$ cat config.mk
export PLATFORM = sky130hd
export DESIGN_NAME = mole_round_sequencer
export DESIGN_NICKNAME = d
export VERILOG_FILES = /design/src/rtl/mole_round_sequencer.sv
export SDC_FILE = /design/constraint.sdc
export NUM_CORES = 1
export LEC_CHECK = 0
export CORE_ASPECT_RATIO = 0.9
export CORE_MARGIN = 2
export CORE_UTILIZATION = 47
export DETAILED_ROUTE_END_ITERATION = 10
export HOLD_SLACK_MARGIN = 0.05
export PLACE_DENSITY = 0.74
export SYNTH_ARGS = -nofsm -noshare
export SYNTH_HDL_FRONTEND = slang
export SYNTH_SLANG_ARGS = --single-unit
export TNS_END_PERCENT = 1
$ cat constraint.sdc
create_clock -name clk -period 2.2 [get_ports clk]
set_input_delay 0.33 -clock clk [delete_from_list [all_inputs] [get_ports clk]]
set_output_delay 0.33 -clock clk [all_outputs]
set_load 0.01 [all_outputs]
$ cat src/rtl/mole_round_sequencer.sv
// Whack-a-mole round controller: requests unique mole indices, lights each one for a timed
// window, scores hits and misses, and spaces moles with a dark gap until the selector is exhausted.
module mole_round_sequencer #(
    parameter int unsigned WINDOW_CYCLES = 50_000_000,
    parameter int unsigned GAP_CYCLES    = 12_500_000,
    parameter int unsigned DONE_TIMEOUT  = 16,
    parameter int unsigned CNT_W         = 32
) (
    input  logic       clk,
    input  logic       rst,
    input  logic       start,
    output logic       sel_req,
    input  logic       sel_done,
    input  logic [2:0] sel_number,
    input  logic       sel_all,
    input  logic       hit_valid,
    input  logic [2:0] hit_index,
    output logic [7:0] mole_onehot,
    output logic       mole_active,
    output logic [2:0] cur_mole,
    output logic [3:0] hit_count,
    output logic [3:0] miss_count,
    output logic       round_done,
    output logic       error
);
    typedef enum logic [2:0] {
        ST_IDLE      = 3'd0,
        ST_REQ       = 3'd1,
        ST_WAIT_DONE = 3'd2,
        ST_SHOW      = 3'd3,
        ST_GAP       = 3'd4,
        ST_FINISH    = 3'd5,
        ST_FAULT     = 3'd6
    } state_t;

    localparam logic [CNT_W-1:0] WIN_LAST = CNT_W'(WINDOW_CYCLES - 32'd1);
    localparam logic [CNT_W-1:0] GAP_LAST = CNT_W'(GAP_CYCLES - 32'd1);
    localparam logic [CNT_W-1:0] TO_LAST  = CNT_W'(DONE_TIMEOUT - 32'd1);
    localparam logic [CNT_W-1:0] CNT_ONE  = {{(CNT_W-1){1'b0}}, 1'b1};

    function automatic logic [3:0] sat_inc(input logic [3:0] v);
        return (v == 4'd15) ? v : v + 4'd1;
    endfunction

    state_t           r_state, w_next;
    logic [CNT_W-1:0] r_cnt, w_cnt_next;
    logic [2:0]       r_cur, w_cur_next;
    logic [3:0]       r_hit, r_miss, w_hit_next, w_miss_next;
    logic             r_sel_req, r_active, r_round_done, r_error;
    logic [7:0]       r_onehot;
    logic             w_good_hit;

    // Next-state, score and latched-mole decisions.
    always_comb begin
        w_next      = r_state;
        w_cur_next  = r_cur;
        w_hit_next  = r_hit;
        w_miss_next = r_miss;
        w_good_hit  = hit_valid && (hit_index == r_cur);
        case (r_state)
            ST_IDLE: begin
                if (start) begin
                    w_next = sel_all ? ST_FINISH : ST_REQ;
                end else begin
                    w_next = ST_IDLE;
                end
            end
            ST_REQ: w_next = ST_WAIT_DONE;
            ST_WAIT_DONE: begin
                if (sel_done) begin
                    w_cur_next = sel_number;
                    w_next     = ST_SHOW;
                end else if (r_cnt == TO_LAST) begin
                    w_next = ST_FAULT;
                end else begin
                    w_next = ST_WAIT_DONE;
                end
            end
            ST_SHOW: begin
                // A correct press on the expiry cycle is scored as a hit only.
                if (w_good_hit) begin
                    w_hit_next = sat_inc(r_hit);
                    w_next     = ST_GAP;
                end else if (r_cnt == WIN_LAST) begin
                    w_miss_next = sat_inc(r_miss);
                    w_next      = ST_GAP;
                end else begin
                    w_next = ST_SHOW;
                end
            end
            ST_GAP: begin
                if (r_cnt == GAP_LAST) begin
                    w_next = sel_all ? ST_FINISH : ST_REQ;
                end else begin
                    w_next = ST_GAP;
                end
            end
            ST_FINISH: w_next = ST_FINISH;
            ST_FAULT:  w_next = ST_FAULT;
            default:   w_next = ST_FAULT;
        endcase
    end

    // Shared timer restarts on every state change and only runs in timed states.
    always_comb begin
        if (w_next != r_state) begin
            w_cnt_next = {CNT_W{1'b0}};
        end else if ((r_state == ST_WAIT_DONE) || (r_state == ST_SHOW) || (r_state == ST_GAP)) begin
            w_cnt_next = r_cnt + CNT_ONE;
        end else begin
            w_cnt_next = r_cnt;
        end
    end

    // State, counter, scores and registered outputs decoded from the upcoming state.
    always_ff @(posedge clk or posedge rst) begin
        if (rst) begin
            r_state      <= ST_IDLE;
            r_cnt        <= {CNT_W{1'b0}};
            r_cur        <= 3'd0;
            r_hit        <= 4'd0;
            r_miss       <= 4'd0;
            r_sel_req    <= 1'b0;
            r_onehot     <= 8'd0;
            r_active     <= 1'b0;
            r_round_done <= 1'b0;
            r_error      <= 1'b0;
        end else begin
            r_state      <= w_next;
            r_cnt        <= w_cnt_next;
            r_cur        <= w_cur_next;
            r_hit        <= w_hit_next;
            r_miss       <= w_miss_next;
            r_sel_req    <= (w_next == ST_REQ);
            r_onehot     <= (w_next == ST_SHOW) ? (8'd1 << w_cur_next) : 8'd0;
            r_active     <= (w_next == ST_SHOW);
            r_round_done <= (w_next == ST_FINISH);
            r_error      <= (w_next == ST_FAULT);
        end
    end

    assign sel_req     = r_sel_req;
    assign mole_onehot = r_onehot;
    assign mole_active = r_active;
    assign cur_mole    = r_cur;
    assign hit_count   = r_hit;
    assign miss_count  = r_miss;
    assign round_done  = r_round_done;
    assign error       = r_error;
endmodule

==> results_slide.txt, run 1 <==
Key Metrics from the Run

Timing
  – Final hold slack: 0.361 ns
  – RSZ-0062 raised after global routing: true
  – Actual slew at the worst max-slew pin: 0.426 ns
  – Rel. slew slack: 0.708
  – Final setup vio count: 2
  – PnR worst setup slack: -0.00332 ns
  – Setup TNS Final: -0.00418 ns
  – Final Critical Period: 2.20 ns
  – Fmax achieved: 454 MHz
  – Max-slew violations: 0

Logic synthesis
  – Syn Nets: 318
  – Adder Area Share: 0.0112
  – Area leader, netlist: dfrtp_1
  – Post-Synth Simple-Gate Area: 0.210
  – Syn Inst Count: 303
  – Cell Type Count: 50
  – Commonest cells post-synth: 58 x dfrtp_1, 31 x xnor2_1, 30 x a211oi_2, 18 x nand2_1, 15 x nor3_1
  – Synth warn: 0
  – Cell Area, Synth: 3340 um2
  – # Cells Yosys: 303
  – Yosys chip area: 3340 um2
  – Yosys aoi share: 0.151
  – Avg Inst Size Synth: 11.0 um2
  – #FFs+latches synth: 58

GRT
  – Largest net degree at the start of global routing: 59
  – Initial antenna violation count: 0
  – Vias in the first global route: 2882
  – GRT Residual Overflow: 0

Final layout
  – Area growth syn-to-layout: 34.2%
  – Sequential share of cell area: 0.324
  – Gate Area: 1760 um2
  – Clk_buf instances: 12
  – Max reg flops: 32
  – Most numerous logic cell after layout: dfrtp_1
  – Share of cells above drive strength 1: 0.346
  – Diodes inserted: 0
  – Buffer share of cell area: 0.198
  – Final-layout fill cell count: 541
  – Flip-flops: 58
  – Final Instance Count excl. Fillers: 489
  – Inverter count: 14
  – Storage element area: 1450 um2
  – Clock network area share: 0.0477
  – Top logic cells by instance count in the layout: 56 x dfrtp_1, 55 x buf_4, 34 x clkdlybuf4s50_1
  – Comb area share: 0.393

Power
  – Total power draw: 4.81 mW
  – Maximum vdd drop: 668 uV
  – PwrDens: 1070 nW/um2
  – Leakage power: 1.86 nW

Clocking
  – # H-tree levels: 3
  – Setup Fix Bufs, Post-CTS: 5
  – CTS Root Buffer Type: clkbuf_8
  – Post-cts gate resize count: 9
  – CTS tree: yes
  – Clock slew at reported path FFs: 0.07 ns

Floorplanning
  – Chip Area: 7800 um2
  – Rows: 29

Drt
  – Vias per inst: 5.54
  – DR pass1 iterations: 4
  – Drt wl/cell: 16.8 um

Worst setup path
  – Worst-path maximum fanout: 32
  – WS Path Type: flip-flop to flip-flop
  – Path depth of the worst reg2reg path: 9
  – Critical path cell sequence: ha_2 -> nor4b_2 -> and4_4 -> buf_4 -> and3_2 -> o21ai_0 -> nand2_1 -> buf_12 -> a211oi_2
  – CP Launch Type: flip-flop
  – Number of stages on the worst setup path: 9
  – WP buf/inv: 2

Placed design
  – GP Congestion: 0.824
  – Port Buf Inserts: 34

Run
  – Max_cap viols: 0

Status
  – Failing checks: setup timing
  – Status: finished with violations
-- run 1: worst paths after layout --
kind	startpoint	to	slack [ns]
max in group asynchronous	rst	r_cnt[22]	1.56
hold reg to reg	miss_count[3]	miss_count[3]	0.50
setup / recovery	r_cnt[0]	r_cnt[7]	-0.003
min in group clk	miss_count[3]	miss_count[3]	0.50
hold / removal	rst	mole_active	0.36
setup reg to reg	r_cnt[0]	r_cnt[7]	-0.003
-- run 1: power breakdown --
group / leakage, nW / internal [mW] / switching [mW]
registers: 0.787 / 1.23 / 0.140
logic: 0.958 / 1.05 / 1.33
clock network: 0.112 / 0.614 / 0.446
-- run 1: per-layer routing --
layer  wire length [um]  global-route usage  share of wire
met5                  0                   0              0
met1               3680               0.294           0.45
met2               4120               0.368           0.50
met3                300              0.0461          0.036
met4                136               0.102          0.017
run_1/power_grid.png
Drawn at 4 px/um. Pins as bars on the die edge.
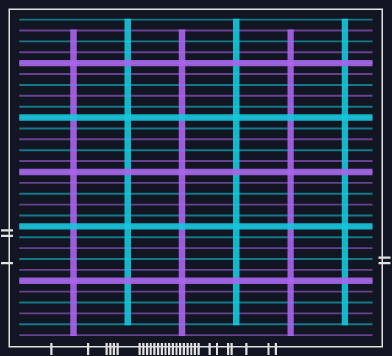
VSS: marked purple. VDD: marked cyan.
6 straps on met4. The core has 29 rows. 30 met1 rails follow the rows. 5 straps on met5.
Die H: 84.0 um
core area: 6970 um2

run_1/clocks.png
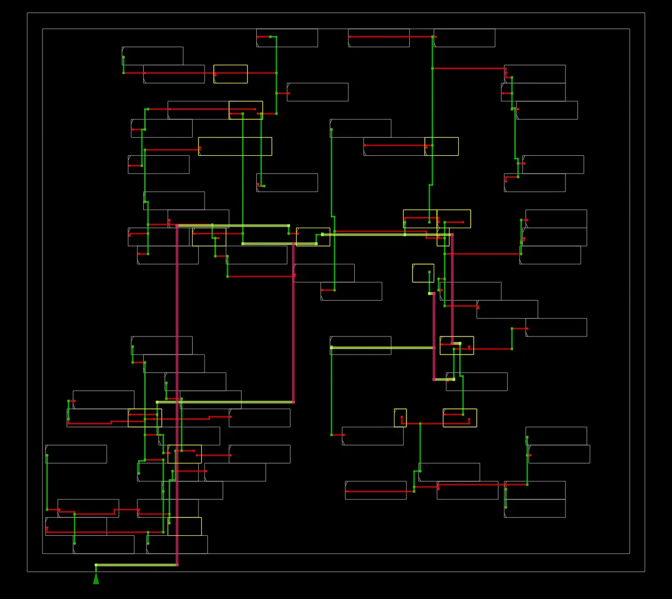
clk pwr: 1.06 mW
CTS Buf Count: 9

run_1/wires.png
Drawn at 4 px/um.
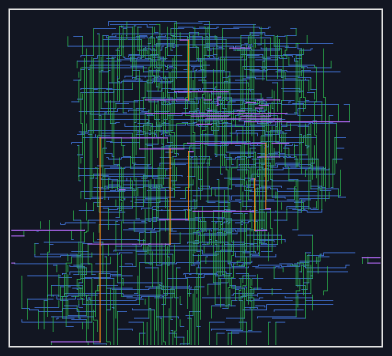
metal 4: marked orange, wire length 136 um. metal 2: marked green, wire length 4120 um. metal 1: marked blue, wire length 3680 um. metal 3: marked purple, wire length 300 um.
wirelength, routed: 8240 um
gr usage total: 0.227
DR vias: 2708

run_1/logic_types.png
Drawn at 3 px/um.
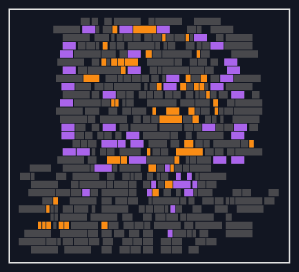
NOR gates: marked orange, cells 48, most used nor3_1. inverting AOI/OAI gates: marked purple, cells 47, most used a211oi_2.

==> inputs of run 2 (changes only) <==
- CAP_MARGIN: not set -> 20
- HOLD_SLACK_MARGIN: 0.05 -> 0.06
run_2/power_grid.png
Drawn at 4 px/um. Pins as bars on the die edge.
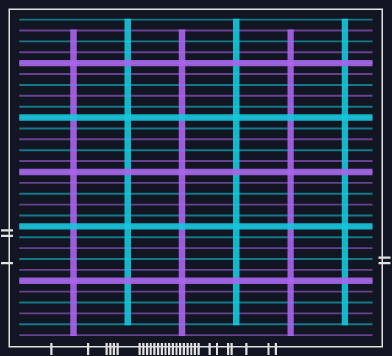
VDD: marked cyan. VSS: marked purple.
The core has 29 rows. 35 signal pins sit on the boundary. 6 straps on met4. 30 met1 rails follow the rows.

==> results_slide.txt, run 2 <==
Key Metrics from the Run

Status
  – Status: finished with violations (unchanged)
  – Failing checks: setup timing (unchanged)

Power
  – Sequential power share: 0.284 (about the same)
  – PwrDens: 1070 nW/um2 (unchanged)
  – Net switching power: 1.92 mW (unchanged)
  – Sequential power: 1.37 mW (about the same)
  – P_comb: 2.38 mW (about the same)
  – Clk pwr: 1.06 mW (about the same)

Logic synthesis
  – Syn Nets: 318 (unchanged)
  – Syn Inst Count: 303 (unchanged)
  – # Cells Yosys: 303 (unchanged)
  – Cell Area, Synth: 3340 um2 (unchanged)
  – Commonest cells post-synth: 58 x dfrtp_1, 31 x xnor2_1, 30 x a211oi_2, 18 x nand2_1, 15 x nor3_1 (unchanged)

Floorplanning
  – Die H: 84.0 um (unchanged)
  – Chip Area: 7800 um2 (unchanged)
  – Core area: 6970 um2 (unchanged)

Worst setup path
  – WP buf/inv: 2 (unchanged)
  – Reg-to-Reg End: r_cnt[7] (unchanged)
  – CP Launch Type: flip-flop (unchanged)
  – Reg-to-reg setup timing slack: -0.003 ns (about the same)

Placed design
  – GP Congestion: 0.824 (unchanged)

Final layout
  – Top logic cells by instance count in the layout: 56 x dfrtp_1, 55 x buf_4, 34 x clkdlybuf4s50_1 (unchanged)
  – Share of cells above drive strength 1: 0.346 (unchanged)
  – Inverter count: 14 (unchanged)
  – Clk_buf instances: 12 (unchanged)
  – Gate Area: 1760 um2 (unchanged)
  – Max reg flops: 32 (unchanged)
  – Buffer share of cell area: 0.198 (unchanged)

Clocking
  – CTS tree: yes (unchanged)
  – CTS Root Buffer Type: clkbuf_8 (unchanged)
  – Clock slew at reported path FFs: 0.07 ns (about the same)
  – Post-cts gate resize count: 9 (unchanged)

Timing
  – PnR worst setup slack: -0.00332 ns (unchanged)
  – Actual slew at the worst max-slew pin: 0.426 ns (unchanged)
  – Final setup vio count: 2 (unchanged)

GRT
  – Largest net degree at the start of global routing: 59 (unchanged)
  – Gr usage total: 0.227 (unchanged)

Drt
  – Drt wl/cell: 16.8 um (unchanged)
  – Vias per inst: 5.54 (unchanged)
run_2/clk_routes.png
Drawn at 3 px/um.
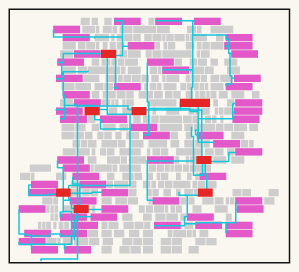
clock drivers: marked red, count 9. clock wires: marked cyan, length 857 um. flip-flops: marked magenta, count 58.
Position of the flops: all over the die.

## run 2: cell counts in the layout (fill, tap and decap cells not counted)
Identical to the previous run, type by type.
## run 2: logic make-up after synthesis
| group | Yosys count | synth area share |
|---|---|---|
| and+or+nand+nor | 116 | 0.210 |
| DFF | 58 | 0.434 |
| AOI/OAI and AO/OA | 48 | 0.151 |
| xor gates and xnor gates | 40 | 0.105 |
| buffers and inverters | 32 | 0.0700 |
| muxes | 6 | 0.0187 |
| adders and majority gates | 3 | 0.0112 |
## run 2: routing by layer
metal	up-vias	share of wire	routed length (um)	GRT usage
met4	0	0.017	136	0.102
met5	-	0	0	0
met3	13	0.036	300	0.0461
li1	1278	-	-	-
met2	61	0.50	4120	0.368
met1	1356	0.45	3680	0.294
==> inputs of run 3 (changes only) <==
- CTS_CLUSTER_DIAMETER: not set -> 100
run_3/logic_types.png
Drawn at 3 px/um.
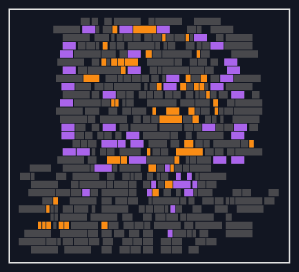
NOR gates: marked orange, cells 48, most used nor3_1. inverting AOI/OAI gates: marked purple, cells 47, most used a211oi_2.

run_3/power_grid.png
Drawn at 4 px/um. Pins as bars on the die edge.
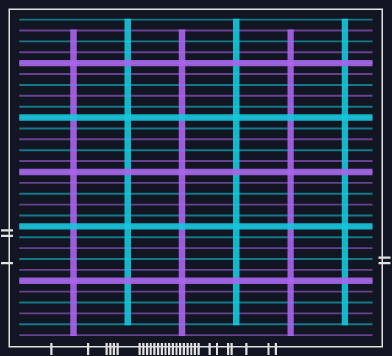
VDD: marked cyan. VSS: marked purple.
35 signal pins sit on the boundary. 30 met1 rails follow the rows. The core has 29 rows.

==> results_slide.txt, run 3 <==
Key Metrics from the Run

Power
  – Total power draw: 4.81 mW (unchanged)
  – Leakage power: 1.86 nW (unchanged)
  – Maximum vdd drop: 668 uV (unchanged)
  – PwrDens: 1070 nW/um2 (unchanged)

Timing
  – Final Critical Period: 2.20 ns (unchanged)
  – Final setup vio count: 2 (unchanged)
  – PnR worst setup slack: -0.00332 ns (unchanged)
  – RSZ-0062 raised after global routing: true (unchanged)
  – Rel. slew slack: 0.708 (unchanged)
  – Max-slew violations: 0 (unchanged)
  – Setup TNS Final: -0.00418 ns (unchanged)

Final layout
  – Most numerous logic cell after layout: dfrtp_1 (unchanged)
  – Share of cells above drive strength 1: 0.346 (unchanged)
  – Diodes inserted: 0 (unchanged)
  – Flip-flops: 58 (unchanged)
  – Gate Area: 1760 um2 (unchanged)
  – Clock network area share: 0.0477 (unchanged)
  – Buffer share of cell area: 0.198 (unchanged)
  – Comb area share: 0.393 (unchanged)
  – Inverter count: 14 (unchanged)
  – Top logic cells by instance count in the layout: 56 x dfrtp_1, 55 x buf_4, 34 x clkdlybuf4s50_1 (unchanged)
  – Max reg flops: 32 (unchanged)
  – Final Instance Count excl. Fillers: 489 (unchanged)

Worst setup path
  – Worst-path maximum fanout: 32 (unchanged)
  – Number of stages on the worst setup path: 9 (unchanged)
  – WS Path Type: flip-flop to flip-flop (unchanged)
  – CP Capture Point: r_cnt[7] (unchanged)
  – Critical path cell sequence: ha_2 -> nor4b_2 -> and4_4 -> buf_4 -> and3_2 -> o21ai_0 -> nand2_1 -> buf_12 -> a211oi_2 (unchanged)
  – Reg-to-Reg End: r_cnt[7] (unchanged)
  – CP Launch Type: flip-flop (unchanged)
  – Reg2Reg Launch Point: r_cnt[0] (unchanged)
  – Path depth of the worst reg2reg path: 9 (unchanged)
  – Reg-to-reg setup timing slack: -0.003 ns (about the same)
  – Crit. Startpoint: r_cnt[0] (unchanged)

GRT
  – Most used routing layer: met2 (unchanged)
  – Initial antenna violation count: 0 (unchanged)
  – GRT Residual Overflow: 0 (unchanged)
  – Largest net degree at the start of global routing: 59 (unchanged)

Status
  – Failing checks: setup timing (unchanged)
  – Status: finished with violations (unchanged)

Placed design
  – Port Buf Inserts: 34 (unchanged)
  – GP Congestion: 0.824 (unchanged)

Logic synthesis
  – #FFs+latches synth: 58 (unchanged)
  – Commonest cells post-synth: 58 x dfrtp_1, 31 x xnor2_1, 30 x a211oi_2, 18 x nand2_1, 15 x nor3_1 (unchanged)
  – Synth warn: 0 (unchanged)
  – Yosys aoi share: 0.151 (unchanged)
  – Cell Area, Synth: 3340 um2 (unchanged)
  – Logic family by area: simple AND/OR/NAND/NOR gates (unchanged)
  – Post-Synth Simple-Gate Area: 0.210 (unchanged)
  – Syn Inst Count: 303 (unchanged)
  – # Cells Yosys: 303 (unchanged)
  – Avg Inst Size Synth: 11.0 um2 (unchanged)
  – Synth Area in XOR/XNOR: 0.105 (unchanged)
  – Multiplexer share: 0.0187 (unchanged)

Clocking
  – CTS tree: yes (unchanged)
  – Clock slew at reported path FFs: 0.07 ns (about the same)
  – CTS Buf Count: 9 (unchanged)

Drt
  – Drt wl/cell: 16.8 um (unchanged)
  – DR pass1 iterations: 4 (unchanged)
  – Wirelength, routed: 8240 um (unchanged)
  – Vias per inst: 5.54 (unchanged)
  – Max layer used: met4 (unchanged)

Floorplanning
  – Core area: 6970 um2 (unchanged)
  – Chip Area: 7800 um2 (unchanged)

Run
  – Max_cap viols: 0 (unchanged)
run 3: cell counts in the layout (fill, tap and decap cells not counted):
Identical to the previous run, type by type.
run 3: logic make-up (layout without fill, tap and decap cells):
family | Yosys count | count (layout)
fa+ha+maj | 3 | 3
flops | 58 | 58
buf+inv | 32 | 125
simple gates | 116 | 116
compound gates | 48 | 48
mux | 6 | 6
xor+xnor | 40 | 40
run 3: report_power, final:
group | switching [mW] | internal [mW]
Sequential | 0.140 | 1.23
Clock | 0.446 | 0.614
Combinational | 1.33 | 1.05
Total | 1.92 | 2.89
run 3: repair_timing:
item,in CTS,in global routing
setup buffers,5,0
hold buffers,0,0
setup endpoints to repair,33,34
endpoints found under the hold margin,0,0
cloned,2,0
gates resized,9,7
pin swaps,10,2
Power is estimated from default activity; no workload was simulated.
